--- config.mk ---
export PLATFORM = sky130hd
export DESIGN_NAME = regfile_write_arbiter
export DESIGN_NICKNAME = d
export VERILOG_FILES = /design/src/rtl/regfile_write_arbiter.sv
export SDC_FILE = /design/constraint.sdc
export NUM_CORES = 1
export LEC_CHECK = 0
export CORE_MARGIN = 1
export CORE_UTILIZATION = 48
export DETAILED_ROUTE_END_ITERATION = 12
export GPL_TIMING_DRIVEN = 0
export PLACE_DENSITY = 0.79
export SYNTH_ARGS = -nofsm -noshare
export SYNTH_HDL_FRONTEND = slang
export SYNTH_SLANG_ARGS = --single-unit
--- constraint.sdc ---
create_clock -name clk -period 4.2 [get_ports clk]
set_input_delay 0.42 -clock clk [delete_from_list [all_inputs] [get_ports clk]]
set_output_delay 0.42 -clock clk [all_outputs]
set_load 0.05 [all_outputs]
--- src/rtl/regfile_write_arbiter.sv ---
// regfile_write_arbiter: shares one register-file write port between two
// writeback requesters. Each requester has a 2-entry FIFO behind valid/ready.
// The winning head is registered onto reg_write/write_reg/write_data, and a
// pending-write mask is published for RAW hazard stalls.
// Optional feature macro: RF_ARB_ROUND_ROBIN_EN (round-robin on contention);
// when undefined, requester 0 has fixed priority.
module regfile_write_arbiter #(
  parameter int unsigned DATA_W = 32,
  parameter int unsigned ADDR_W = 5
) (
  input  logic              clk,
  input  logic              reset,
  input  logic              req0_valid,
  output logic              req0_ready,
  input  logic [ADDR_W-1:0] req0_reg,
  input  logic [DATA_W-1:0] req0_data,
  input  logic              req1_valid,
  output logic              req1_ready,
  input  logic [ADDR_W-1:0] req1_reg,
  input  logic [DATA_W-1:0] req1_data,
  output logic              reg_write,
  output logic [ADDR_W-1:0] write_reg,
  output logic [DATA_W-1:0] write_data,
  output logic [31:0]       pending_mask,
  output logic              busy
);

  localparam int unsigned NREQ   = 2;
  localparam int unsigned DEPTH  = 2;
  localparam int unsigned CNT_W  = 2;
  localparam int unsigned MASK_W = 32;

  logic [ADDR_W-1:0] fifo_reg  [NREQ][DEPTH];
  logic [DATA_W-1:0] fifo_data [NREQ][DEPTH];
  logic [CNT_W-1:0]  count     [NREQ];
  logic [NREQ-1:0]   rd_ptr;
  logic [NREQ-1:0]   wr_ptr;

  logic [NREQ-1:0]   in_valid;
  logic [ADDR_W-1:0] in_reg  [NREQ];
  logic [DATA_W-1:0] in_data [NREQ];
  logic [NREQ-1:0]   ready;
  logic [NREQ-1:0]   push;
  logic [NREQ-1:0]   non_empty;
  logic [NREQ-1:0]   grant;
  logic [ADDR_W-1:0] head_reg;
  logic [DATA_W-1:0] head_data;

  assign in_valid   = {req1_valid, req0_valid};
  assign in_reg[0]  = req0_reg;
  assign in_reg[1]  = req1_reg;
  assign in_data[0] = req0_data;
  assign in_data[1] = req1_data;
  assign req0_ready = ready[0];
  assign req1_ready = ready[1];

  // Ready from registered occupancy only; held low while reset is asserted
  always_comb begin
    ready     = '0;
    push      = '0;
    non_empty = '0;
    for (int r = 0; r < NREQ; r++) begin
      ready[r]     = !reset && (count[r] < CNT_W'(DEPTH));
      push[r]      = in_valid[r] && ready[r];
      non_empty[r] = (count[r] != '0);
    end
  end

`ifdef RF_ARB_ROUND_ROBIN_EN
  logic last_grant;

  // Contention goes to the requester opposite the previous grant
  always_comb begin
    grant    = '0;
    grant[0] = non_empty[0] && (!non_empty[1] || last_grant);
    grant[1] = non_empty[1] && !grant[0];
  end

  // Remember who was granted last; reset favours requester 0 first
  always_ff @(posedge clk) begin
    if (reset) begin
      last_grant <= 1'b1;
    end else if (|grant) begin
      last_grant <= grant[1];
    end
  end
`else
  // Fixed priority: requester 0 always wins contention
  always_comb begin
    grant    = '0;
    grant[0] = non_empty[0];
    grant[1] = non_empty[1] && !non_empty[0];
  end
`endif

  // Select the granted FIFO head
  always_comb begin
    head_reg  = fifo_reg[0][rd_ptr[0]];
    head_data = fifo_data[0][rd_ptr[0]];
    if (grant[1]) begin
      head_reg  = fifo_reg[1][rd_ptr[1]];
      head_data = fifo_data[1][rd_ptr[1]];
    end
  end

  // FIFO storage, written at the tail on push
  always_ff @(posedge clk) begin
    for (int r = 0; r < NREQ; r++) begin
      if (push[r]) begin
        fifo_reg[r][wr_ptr[r]]  <= in_reg[r];
        fifo_data[r][wr_ptr[r]] <= in_data[r];
      end
    end
  end

  // FIFO pointers and occupancy; push and pop may coincide
  always_ff @(posedge clk) begin
    if (reset) begin
      rd_ptr <= '0;
      wr_ptr <= '0;
      for (int r = 0; r < NREQ; r++) begin
        count[r] <= '0;
      end
    end else begin
      for (int r = 0; r < NREQ; r++) begin
        if (push[r]) wr_ptr[r] <= ~wr_ptr[r];
        if (grant[r]) rd_ptr[r] <= ~rd_ptr[r];
        count[r] <= count[r] + CNT_W'(push[r]) - CNT_W'(grant[r]);
      end
    end
  end

  // Output stage: register the popped head; writes to x0 are swallowed
  always_ff @(posedge clk) begin
    if (reset) begin
      reg_write  <= 1'b0;
      write_reg  <= '0;
      write_data <= '0;
    end else if (|grant) begin
      reg_write  <= (head_reg != '0);
      write_reg  <= head_reg;
      write_data <= head_data;
    end else begin
      reg_write  <= 1'b0;
    end
  end

  // Pending mask over valid FIFO slots and the in-flight write; bit 0 stays 0
  always_comb begin
    logic slot_valid;
    pending_mask = '0;
    slot_valid   = 1'b0;
    for (int r = 0; r < NREQ; r++) begin
      for (int s = 0; s < DEPTH; s++) begin
        slot_valid = (count[r] == CNT_W'(2)) ||
                     ((count[r] == CNT_W'(1)) && (rd_ptr[r] == 1'(s)));
        for (int i = 1; i < MASK_W; i++) begin
          if (slot_valid && (fifo_reg[r][s] == ADDR_W'(i))) pending_mask[i] = 1'b1;
        end
      end
    end
    for (int i = 1; i < MASK_W; i++) begin
      if (reg_write && (write_reg == ADDR_W'(i))) pending_mask[i] = 1'b1;
    end
  end

  assign busy = reg_write || non_empty[0] || non_empty[1];

endmodule

==> impl_metrics.json, run 1 <==
{
  "outcome": "finished clean",
  "dpl-instance-area_um2": 10700,
  "drt_wl_total_mm": 24.2,
  "clk_path_buf_depth": 2,
  "largest_register_ffs": 128,
  "worst_pin_slew_ns": 0.901,
  "hold_class": "register to register",
  "pg_clk_mw": 1.60,
  "endpoint_kind": "primary output",
  "netlist_top_cells_count": "edfxtp_1, nor2_1, nand2_1",
  "p_leak_nw": 3.80,
  "holdPathEnd": "write_data[30]$_SDFFE_PP0N_",
  "htree_levels": 4,
  "dp_cells": 1144,
  "crit_family": "buffers and inverters",
  "reg2reg_slack_ns": 1.91,
  "yosys.area.top_type": "edfxtp_1",
  "antenna_found_initial": 0,
  "fa_ha_area_frac": 0.00284,
  "cts_buffers": 17,
  "crit_chain": "nand2b_1 -> a21oi_1 -> clkbuf_1 -> nand3_1 -> nand3_1 -> clkdlybuf4s50_1",
  "initCoreUtil": 0.490
}
-- run 1: worst min-delay path, delay by kind of cell (launching register included) --
kind,cells,cell delay (ns)
AND/OR/NAND/NOR,1,0.05
AND-OR/OR-AND,1,0.05
flip-flops,1,0.31
-- run 1: routing by layer --
| layer | vias to the layer above | wire length [µm] | global-route usage |
|---|---|---|---|
| met5 | - | 0 | 0 |
| met2 | 327 | 11700 | 0.437 |
| li1 | 3182 | - | - |
| met4 | 0 | 558 | 0.103 |
| met1 | 3373 | 10100 | 0.342 |
| met3 | 44 | 1740 | 0.0471 |
-- run 1: cells in the final DEF (no fill, tap or decap), drive strengths merged, types with 2 or more instances in the layout --
cell / synthesis / layout
a2111oi: 5 / 5
a211oi: 10 / 10
a21oi: 54 / 54
a221oi: 18 / 18
a22oi: 30 / 30
a31oi: 3 / 3
and2: 4 / 4
and3: 4 / 4
buf: 25 / 35
bufinv: 0 / 2
clkbuf: 24 / 45
clkdlybuf4s50: 0 / 148
clkinvlp: 0 / 2
dfxtp: 46 / 46
edfxtp: 148 / 148
ha: 2 / 2
inv: 9 / 14
mux2: 32 / 32
mux2i: 39 / 39
nand2: 60 / 60
nand2b: 16 / 16
nand3: 57 / 57
nand3b: 2 / 2
nand4: 3 / 3
nand4b: 3 / 3
nor2: 104 / 104
nor2b: 6 / 6
nor3: 11 / 11
o211ai: 14 / 14
o21ai: 3 / 3
o221ai: 2 / 2
or2: 3 / 3
or3b: 2 / 2
or4bb: 3 / 3
xnor2: 3 / 3
xor2: 3 / 3
-- run 1: cell type report --
class	instances	area, µm²
fillers	1415	6650
clock buffers	21	450
flip-flops and latches	194	5370
well taps	229	287
plain buffers	49	221
repair buffers	158	1620
clock inverters	10	129
inverters	9	33.8
multi-input cells	505	3210
**Run 1: placed standard cells**

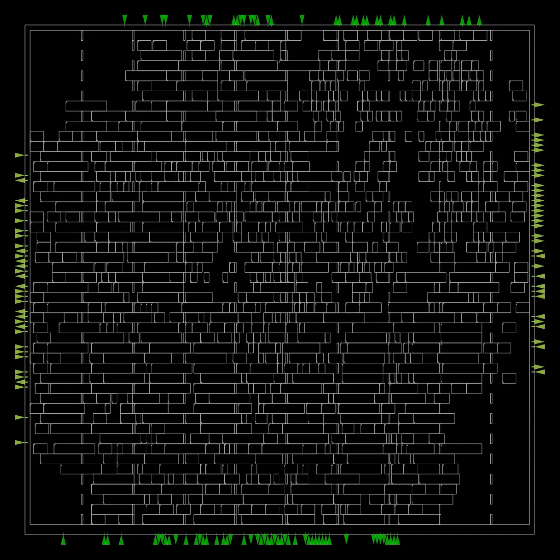
Non-Filler Instances: 1175
utilization after layout: 0.630

**Run 1: placement by cell class**

Drawn at 3 px/µm.
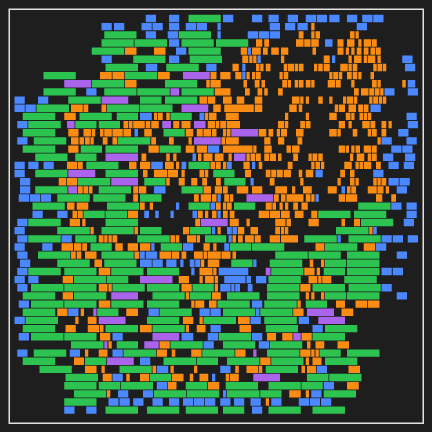
- remaining logic cells: orange (cells 514)
- remaining buffers and delay cells: blue (cells 207)
- sequential cells: green (cells 194)
- clock drivers and dummy loads: purple (cells 31)
final instance area: 11300 µm²
num rows: 49

**Run 1: wires at chosen ports, followed through buffers**

Drawn at 2 px/µm.
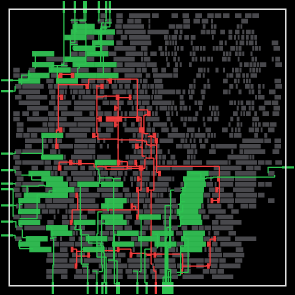
- req0_data: green (direction input; edge 15 south, 9 west, 7 north, 1 east; end cells 64; buffers 32; wire 1220 µm)
- reset: red (direction input; edge south; end cells 50; buffers 6; wire 733 µm)
# IOs: 151
count of input and output buffers: 148

**Run 1: cell area per tile**

Drawn at 3 px/µm. 14 x 14 tiles, from dark blue (low) to red (high), 0 to 100% covered.
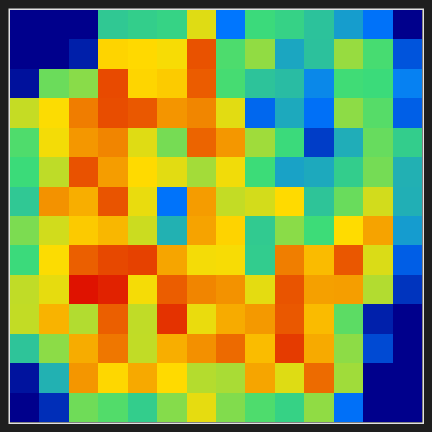
- emptiest ninth of the die: north-east
- nearly empty tiles: 6.6%
- mean over tiles: 58%

==> run 2, diff against run 1 <==
- ABC_AREA: not set -> 1
- CTS_CLUSTER_DIAMETER: not set -> 60
**Run 2: placement by cell class**

Drawn at 3 px/µm.
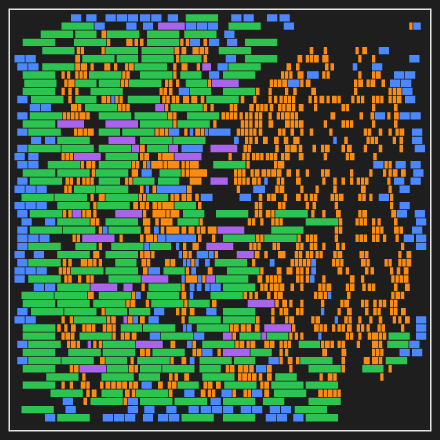
- remaining buffers and delay cells: blue (cells 202)
- clock drivers and dummy loads: purple (cells 32)
- sequential cells: green (cells 194)
- remaining logic cells: orange (cells 834)
num rows: 50
Seq area share: 0.461

**Run 2: placed standard cells**

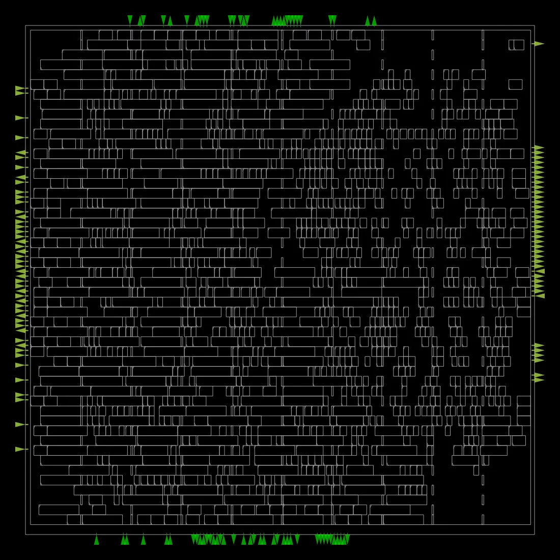
utilization after layout: 0.623
CORE AREA: 18700 µm²
tap cells: 234
fillcell total: 1598

==> run 2 against run 1 <==
  * Via count is 19% higher
  * Global-route usage is 3.1 points higher
  * Area after synthesis is 3.8% higher
  * Non-clock buffer count is 5 lower
  * Critical path depth is 2 higher
  * First-iteration DRC count is 6.3% lower
  * Highest routed layer unchanged
  * Register-to-register slack better by 0.27 ns
==> impl_metrics.json, run 2 <==
{
  "setup_ws_ns": 0.881,
  "combinationalPowerShare": 0.344,
  "drt_wl_total_mm": 28.1,
  "yosysMostFrequentCell": "nand2_1",
  "p_sw_mw": 2.37,
  "io_pins": 151,
  "die-width_um": 140,
  "finalNonFillerCells": 1496,
  "startpoint": "reg_write$_SDFF_PP0_",
  "synth_area_um2": 9140,
  "p_leak_nw": 4.56,
  "syn_nets": 1157,
  "power.share.switching": 0.383,
  "antenna_found_initial": 0,
  "warnings": 26,
  "dp_slack_ns": 1.37,
  "area_leaders": "edfxtp_1, nand2_1, dfxtp_1, nor2_1, nand3_1",
  "fa_ha_area_frac": 0.00274,
  "flop_cell": "edfxtp_1",
  "hold_class": "register to register",
  "clk_path_buf_depth": 2,
  "dp_cells": 1464,
  "endpoint_kind": "primary output",
  "largest_register_ffs": 128,
  "finalCriticalPeriod_ns": 3.32,
  "seq_area_frac_synth": 0.587,
  "numPortBuffers": 149,
  "finalInstanceArea_um2": 11600,
  "worst_pin_slew_ns": 0.738,
  "layout_top_cells": "nand2_1, nor2_1, clkdlybuf4s50_1",
  "via_per_inst": 5.50,
  "dpl.hpwl_mm": 20.8,
  "fin_crit_sh": 0.790,
  "yosys.area.top_type": "edfxtp_1",
  "cts_buffers": 17,
  "grt_pass1_vias": 7873,
  "initCoreUtil": 0.489,
  "outcome": "finished clean",
  "lay_top_count": "nand2_1",
  "netlist_top_cells_count": "nand2_1, nor2_1, edfxtp_1",
  "reg2reg_slack_ns": 2.18,
  "htree_levels": 4,
  "cts-resized-gates": 0,
  "dpl-instance-area_um2": 11100
}
[run 2: cell count changes in the layout (fill, tap and decap cells not counted), sizes merged, moves of 30 or more]
cell | before | now
mux2i | 39 | 0
inv | 14 | 62
nand2 | 60 | 327
nor2 | 104 | 236
a21oi | 54 | 9
mux2 | 32 | 0
o21ai | 3 | 79
a22oi | 30 | 0
[run 2: critical path, cell delays in order (launching register included)]
cell,delay (ns)
dfxtp_1,0.39
inv_1,0.07
nor2_1,0.34
clkbuf_1,0.44
nand2_1,0.16
nand2_1,0.10
nor2_1,0.04
nand2_1,0.10
clkdlybuf4s50_1,0.81
[run 2: power groups by stage]
stage | Sequential [mW] | Combinational, mW | Clock, mW
after global placement | 2.45 | 2.06 | 0
final | 2.41 | 2.13 | 1.65
after CTS | 2.41 | 2.12 | 1.66
after global routing | 2.43 | 2.27 | 1.73
after detailed placement | 2.45 | 2.10 | 0
after floorplan | 2.86 | 0.909 | 0
[run 2: final cells by class]
type / instances / area [µm²] / area share
flip-flops and latches: 194 / 5370 / 0.461
repair buffers: 153 / 1590 / 0.136
clock inverters: 14 / 170 / 0.0146
well taps: 234 / 293 / 0.0251
multi-input cells: 777 / 3320 / 0.285
inverters: 57 / 215 / 0.0185
clock buffers: 18 / 429 / 0.0368
plain buffers: 49 / 269 / 0.0231
[run 2: worst paths after layout]
path | to | cells past startpoint
hold reg to reg | write_data[31]$_SDFFE_PP0N_ | 2
setup reg to reg | count[0][3]$_SDFF_PP0_ | 11
hold / removal | write_data[31]$_SDFFE_PP0N_ | 2
setup / recovery | pending_mask[15] | 8
[run 2: routing by layer]
layer / part of all wire / track usage / vias to the layer above
met3: 0.066 / 0.0434 / 80
li1: - / - / 3888
met1: 0.40 / 0.361 / 3832
met5: 0 / 0 / -
met2: 0.49 / 0.497 / 422
met4: 0.048 / 0.171 / 0
**Run 2: met1 routing**

Drawn at 3 px/µm. Supply wires on this layer in gray. Cells faint in the background.
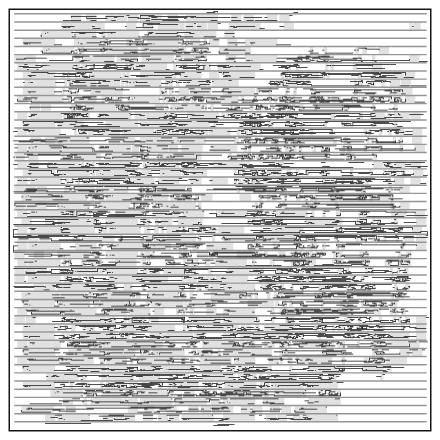

==> run 3, diff against run 2 <==
- CORE_UTILIZATION: 48 -> 54
- PLACE_DENSITY: 0.79 -> 0.84
- clock period: 4.2 -> 3.4 ns (I/O delays scaled with it)
**Run 3: met1 routing**

Drawn at 4 px/µm. Supply wires on this layer in gray. Cells faint in the background.
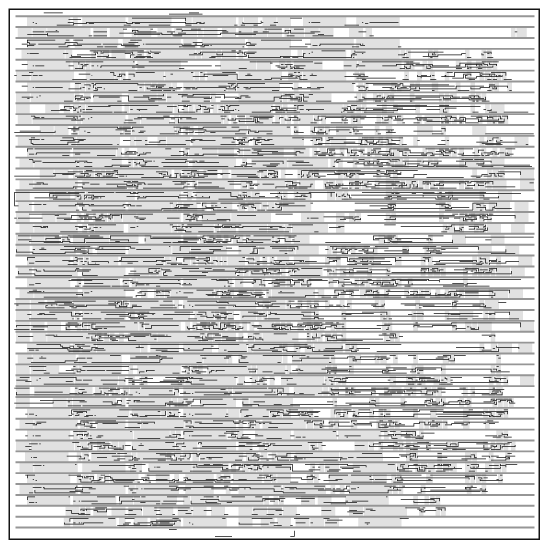
- longest straight run: 45.5 µm
- share of all routed wire: 36%
- wire length on this layer: 10300 µm
- nets with wire on the layer: 1220
- main direction: horizontal

==> run 3 against run 2 <==
  * Combinational power grew 24%
  * Via count grew 1.2%
  * Sequential power is 24% higher
  * Flip-flop count is the same
  * Clock-buffer cell count shrank 1
  * Synthesized cell count is the same
  * Worst setup slack got worse by 0.69 ns
  * Critical endpoint is now pending_mask[12]
  * Largest cell class unchanged
==> impl_metrics.json, run 3 <==
{
  "flop_cell": "edfxtp_1",
  "hold_class": "input pin to register",
  "whs_path_depth": 1,
  "cp_slowest_cell": "clkdlybuf4s50_1",
  "dpl-instance-area_um2": 11000,
  "netlist_top_cells_count": "nand2_1, nor2_1, edfxtp_1",
  "holdPathEnd": "fifo_data[0][103]$_DFFE_PP_",
  "seqCellArea_um2": 5370,
  "antenna_found_initial": 0,
  "path_buffers": 3,
  "lay_top_count": "nand2_1",
  "combinationalPowerShare": 0.342,
  "fin_crit_sh": 0.943,
  "synth_area_um2": 9140,
  "cts-resized-gates": 0,
  "cts_buffers": 17,
  "dp_slack_ns": 0.524,
  "outcome": "finished clean",
  "finalNonFillerCells": 1482,
  "rows": 47,
  "fill_cells": 1213,
  "die-width_um": 132,
  "syn_nets": 1157,
  "crit_chain": "inv_1 -> nor2_1 -> clkbuf_2 -> nand2_1 -> nand2_1 -> a21oi_1 -> nand2_1 -> clkdlybuf4s50_1",
  "p_sw_mw": 2.99,
  "r2r_cells": 11,
  "grt_pass1_vias": 7983,
  "finalInstanceArea_um2": 11700,
  "via_per_inst": 5.61,
  "worst_pin_slew_ns": 0.706,
  "crit_family": "buffers and inverters",
  "htree_levels": 4,
  "seq_area_frac_synth": 0.587,
  "slowest_delay_ns": 0.82
}
**Run 3: cell area per tile**

Drawn at 3 px/µm. 13 x 13 tiles, from dark blue (low) to red (high), 0 to 100% covered.
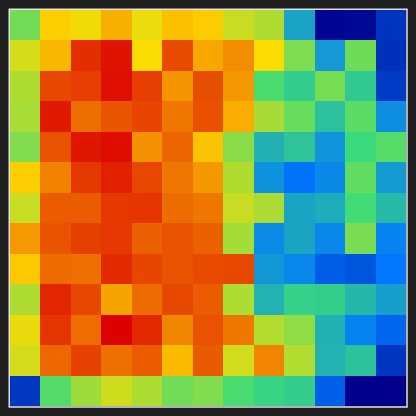
- mean over tiles: 65%
- tiles over 75% full: 46%
- fullest tile: 100%
- nearly empty tiles: 2.4%

run 3: cell counts after synthesis:
Identical to the previous run, type by type.
run 3: worst max-delay path by stage:
stage	from	to	slack [ns]	cells after the start
2_1_floorplan	count[0][1]$_SDFF_PP0_	fifo_data[0][0]$_DFFE_PP_	0.08	3
3_3_place_gp	reset	fifo_data[0][71]$_DFFE_PP_	-1.00	4
3_5_place_dp	reg_write$_SDFF_PP0_	pending_mask[12]	0.52	8
4_1_cts	reg_write$_SDFF_PP0_	pending_mask[12]	0.05	8
5_1_grt	reg_write$_SDFF_PP0_	pending_mask[6]	0.06	8
6_report	reg_write$_SDFF_PP0_	pending_mask[12]	0.19	8
run 3: cell families after synthesis:
| kind of cell | after synthesis | synth area share |
|---|---|---|
| XOR/XNOR | 1 | 0.000958 |
| AND-OR/OR-AND | 110 | 0.0656 |
| flip-flops | 194 | 0.587 |
| AND/OR/NAND/NOR | 663 | 0.290 |
| buffers and inverters | 106 | 0.0530 |
| other | 1 | 0.000410 |
| adder cells (fa/ha/maj) | 2 | 0.00274 |
run 3: cell type report:
| type | instances | area share |
|---|---|---|
| Buffer | 49 | 0.0232 |
| Clock buffer | 17 | 0.0364 |
| Clock inverter | 15 | 0.0177 |
| Inverter | 57 | 0.0184 |
| Multi-Input combinational cell | 777 | 0.285 |
| Sequential cell | 194 | 0.460 |
| Tap cell | 220 | 0.0236 |
| Timing Repair Buffer | 153 | 0.137 |
run 3: per-layer routing:
layer / track usage / up-vias / wire length (µm)
li1: - / 3888 / -
met1: 0.389 / 3836 / 10300
met2: 0.587 / 513 / 14700
met3: 0.0654 / 81 / 2410
met4: 0.174 / 0 / 1360
met5: 0 / - / 0
Power and IR drop assume default switching activity.
